===== src/rtl/lif_step_scheduler_if.sv =====
// lif_step_scheduler_if
// Groups the host-side stimulus port, the spike output handshake and the
// debug read port of the LIF step scheduler.
//   master : host / consumer side (drives requests, reads status and spikes)
//   slave  : scheduler side
// Signals:
//   in_valid/in_ready/in_idx/in_current : pending-current write
//   thr_we/thr_data                     : global threshold write
//   step/busy                           : sweep request and activity flag
//   spk_valid/spk_ready/spk             : spike vector handshake
//   rd_idx/rd_state                     : combinational membrane-state read
interface lif_step_scheduler_if #(
  parameter int N_NEURONS = 4,
  parameter int WIDTH     = 8
);
  localparam int IDX_W = $clog2(N_NEURONS);

  logic                 in_valid;
  logic                 in_ready;
  logic [IDX_W-1:0]     in_idx;
  logic [WIDTH-1:0]     in_current;
  logic                 thr_we;
  logic [WIDTH-1:0]     thr_data;
  logic                 step;
  logic                 busy;
  logic                 spk_valid;
  logic                 spk_ready;
  logic [N_NEURONS-1:0] spk;
  logic [IDX_W-1:0]     rd_idx;
  logic [WIDTH-1:0]     rd_state;

  modport master (
    output in_valid, in_idx, in_current, thr_we, thr_data, step, spk_ready, rd_idx,
    input  in_ready, busy, spk_valid, spk, rd_state
  );

  modport slave (
    input  in_valid, in_idx, in_current, thr_we, thr_data, step, spk_ready, rd_idx,
    output in_ready, busy, spk_valid, spk, rd_state
  );
endinterface


===== src/rtl/lif_step_scheduler.sv =====
// lif_step_scheduler
// Shares one leaky integrate-and-fire update datapath among N_NEURONS virtual
// neurons. A step request sweeps the neurons one per clock, then the spike
// vector is offered on a valid/ready handshake.
// Ports:
//   clk  : single clock, rising edge
//   rst  : asynchronous active-high reset
//   bus  : lif_step_scheduler_if slave modport (current/threshold writes,
//          step/busy, spike handshake, debug state read)
module lif_step_scheduler #(
  parameter int N_NEURONS         = 4,
  parameter int WIDTH             = 8,
  parameter int DEFAULT_THRESHOLD = 32
) (
  input  logic                  clk,
  input  logic                  rst,
  lif_step_scheduler_if.slave   bus
);
  localparam int IDX_W = $clog2(N_NEURONS);
  localparam logic [IDX_W-1:0] LAST_IDX = IDX_W'(N_NEURONS - 1);

  typedef enum logic [1:0] {
    IDLE,
    UPDATE,
    DONE
  } fsm_t;

  fsm_t                 fsm_q;
  logic [IDX_W-1:0]     ptr_q;
  logic [WIDTH-1:0]     state_q [N_NEURONS];
  logic [WIDTH-1:0]     cur_q   [N_NEURONS];
  logic [WIDTH-1:0]     thr_q;
  logic [N_NEURONS-1:0] spk_q;
  logic                 spkValid_q;

  logic [WIDTH-1:0]     curState;
  logic                 spikeNow;
  logic [WIDTH-1:0]     state_d;

  // Shared update datapath for the neuron under the sweep pointer. A spiking
  // neuron drops its leaked term entirely (reset-to-current); otherwise the
  // state leaks by half. The sum wraps modulo 2^WIDTH by design.
  always_comb begin
    curState = state_q[ptr_q];
    spikeNow = (curState >= thr_q);
    state_d  = cur_q[ptr_q] + (spikeNow ? '0 : (curState >> 1));
  end

  // Controller: IDLE accepts writes and step requests, UPDATE walks the
  // neurons, DONE holds the spike vector until the consumer takes it.
  always_ff @(posedge clk or posedge rst) begin
    if (rst) begin
      fsm_q      <= IDLE;
      ptr_q      <= '0;
      thr_q      <= WIDTH'(DEFAULT_THRESHOLD);
      spk_q      <= '0;
      spkValid_q <= 1'b0;
      for (int i = 0; i < N_NEURONS; i++) begin
        state_q[i] <= '0;
        cur_q[i]   <= '0;
      end
    end else begin
      case (fsm_q)
        IDLE: begin
          if (bus.in_valid) begin
            cur_q[bus.in_idx] <= bus.in_current;
          end
          if (bus.thr_we) begin
            thr_q <= bus.thr_data;
          end
          if (bus.step) begin
            ptr_q <= '0;
            fsm_q <= UPDATE;
          end
        end
        UPDATE: begin
          state_q[ptr_q] <= state_d;
          spk_q[ptr_q]   <= spikeNow;
          // Pending current is consumed exactly once per sweep.
          cur_q[ptr_q]   <= '0;
          if (ptr_q == LAST_IDX) begin
            ptr_q      <= '0;
            fsm_q      <= DONE;
            spkValid_q <= 1'b1;
          end else begin
            ptr_q <= ptr_q + 1'b1;
          end
        end
        DONE: begin
          if (spkValid_q && bus.spk_ready) begin
            spkValid_q <= 1'b0;
            fsm_q      <= IDLE;
          end
        end
        default: begin
          fsm_q <= IDLE;
        end
      endcase
    end
  end

  // Status flags decode only registered state, so there is no input-to-output
  // combinational path through the handshake.
  assign bus.in_ready  = (fsm_q == IDLE);
  assign bus.busy      = (fsm_q != IDLE);
  assign bus.spk_valid = spkValid_q;
  assign bus.spk       = spk_q;
  assign bus.rd_state  = state_q[bus.rd_idx];

endmodule

===== src/flat_wrapper.sv =====
// flat-port wrapper written by rule: the top's interface ports become plain ports
module lif_step_scheduler_flat 
#(
  parameter int N_NEURONS         = 4,
  parameter int WIDTH             = 8,
  parameter int DEFAULT_THRESHOLD = 32
)
  (clk, rst, bus_in_valid, bus_in_idx, bus_in_current, bus_thr_we, bus_thr_data, bus_step, bus_spk_ready, bus_rd_idx, bus_in_ready, bus_busy, bus_spk_valid, bus_spk, bus_rd_state);
  lif_step_scheduler_if #(.N_NEURONS(N_NEURONS), .WIDTH(WIDTH)) bus_i ();
  input  logic clk;
  input  logic rst;
  input wire logic [$bits(bus_i.in_valid)-1:0] bus_in_valid;
  input wire logic [$bits(bus_i.in_idx)-1:0] bus_in_idx;
  input wire logic [$bits(bus_i.in_current)-1:0] bus_in_current;
  input wire logic [$bits(bus_i.thr_we)-1:0] bus_thr_we;
  input wire logic [$bits(bus_i.thr_data)-1:0] bus_thr_data;
  input wire logic [$bits(bus_i.step)-1:0] bus_step;
  input wire logic [$bits(bus_i.spk_ready)-1:0] bus_spk_ready;
  input wire logic [$bits(bus_i.rd_idx)-1:0] bus_rd_idx;
  output wire logic [$bits(bus_i.in_ready)-1:0] bus_in_ready;
  output wire logic [$bits(bus_i.busy)-1:0] bus_busy;
  output wire logic [$bits(bus_i.spk_valid)-1:0] bus_spk_valid;
  output wire logic [$bits(bus_i.spk)-1:0] bus_spk;
  output wire logic [$bits(bus_i.rd_state)-1:0] bus_rd_state;
  assign bus_i.in_valid = bus_in_valid;
  assign bus_i.in_idx = bus_in_idx;
  assign bus_i.in_current = bus_in_current;
  assign bus_i.thr_we = bus_thr_we;
  assign bus_i.thr_data = bus_thr_data;
  assign bus_i.step = bus_step;
  assign bus_i.spk_ready = bus_spk_ready;
  assign bus_i.rd_idx = bus_rd_idx;
  assign bus_in_ready = bus_i.in_ready;
  assign bus_busy = bus_i.busy;
  assign bus_spk_valid = bus_i.spk_valid;
  assign bus_spk = bus_i.spk;
  assign bus_rd_state = bus_i.rd_state;
  lif_step_scheduler #(.N_NEURONS(N_NEURONS), .WIDTH(WIDTH), .DEFAULT_THRESHOLD(DEFAULT_THRESHOLD)) u_core (.clk(clk), .rst(rst), .bus(bus_i));
endmodule

===== config.mk =====
export PLATFORM = sky130hd
export DESIGN_NAME = lif_step_scheduler_flat
export DESIGN_NICKNAME = d
export VERILOG_FILES = /design/src/rtl/lif_step_scheduler_if.sv /design/src/rtl/lif_step_scheduler.sv /design/src/flat_wrapper.sv
export SDC_FILE = /design/constraint.sdc
export NUM_CORES = 1
export LEC_CHECK = 0
export CORE_MARGIN = 2
export CORE_UTILIZATION = 55
export DETAILED_ROUTE_END_ITERATION = 8
export GPL_TIMING_DRIVEN = 1
export PLACE_DENSITY = 0.76
export SLEW_MARGIN = 20
export SYNTH_ARGS = -nofsm -noshare
export SYNTH_HDL_FRONTEND = slang
export SYNTH_SLANG_ARGS = --single-unit

===== constraint.sdc =====
create_clock -name clk -period 10.9 [get_ports clk]
set_input_delay 1.09 -clock clk [delete_from_list [all_inputs] [get_ports clk]]
set_output_delay 1.09 -clock clk [all_outputs]
set_load 0.02 [all_outputs]

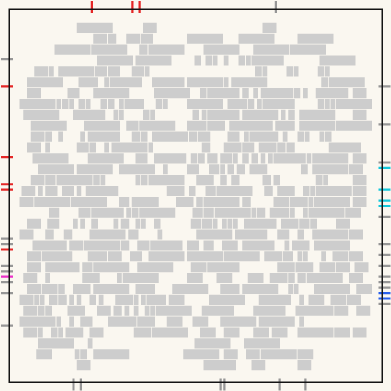
pins.png
Scale: 4 px per µm. Pins as bars across the die edge, other pins in grey.
colour	port	pins	direction	edge
magenta	`bus_in_ready`	1	output	left
cyan	`bus_spk`	4	output	right
red	`bus_in_current`	8	input	5 left, 3 top
blue	`bus_rd_idx`	2	input	right
all pins by edge	17 right, 14 left, 6 bottom, 4 top
port bufs: 40
die height: 92.86 µm
die x size: 92.86 µm

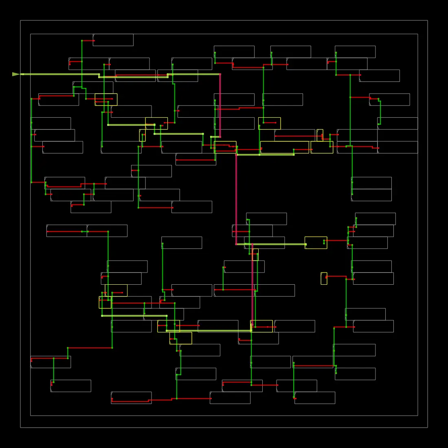
final_clocks.png
clock-net power: 0.000214 W
Clock Latency Late Sink: 0.35 ns
flop count: 81
Clock Sinks: 81

==> run notes <==
flow finished, numbers: area leader, netlist=dfrtp_1, Ys Warns=0, Mux area share=17.63%, synthesis area per yosys=0.004343 mm², Flop pwr share=33.8%, Flop area=0.002028 mm², top cells, area=dfrtp_1 (46%), mux4_2 (12%), ha_1 (6.3%), crit path to=u_core.state_q[14], n_taps=102, Pre-antenna DRT Iters=4, row count=32, most frequent cell after synthesis=dfrtp_1, yosys stat cell total=366, cell count after synthesis=366, status=finished, final reports clean, setup violators final=0, initial antenna violation count=0, syn nets=415, sw frac=40.55%, Area after DPL=0.004810 mm², Max-slew headroom=35.15%, P_sw=0.0006409 W
## critical path, stage by stage (launching register included)
cell and delay (ns):
dfrtp_1 0.62, buf_4 0.36, mux4_2 0.53, inv_1 0.07
ha_1 0.21, nand2b_1 0.14, a21oi_1 0.16, o21ai_1 0.09
a221oi_1 0.60, clkbuf_2 0.27, and2_1 0.15, ha_1 0.16
inv_1 0.05, fa_1 0.40, nor2b_1 0.16, o31a_1 0.16
o21a_1 0.14, nor3_1 0.08, o31ai_1 0.27
## flip-flops by register name, indices dropped and copies added (netlist names)
signal,flops
u_core.thr_q,8
u_core.bus.spk_valid,1
u_core.fsm_q,2
u_core.cur_q,32
u_core.bus.spk,4
u_core.state_q,32
u_core.ptr_q,2
Power and IR drop assume default switching activity.
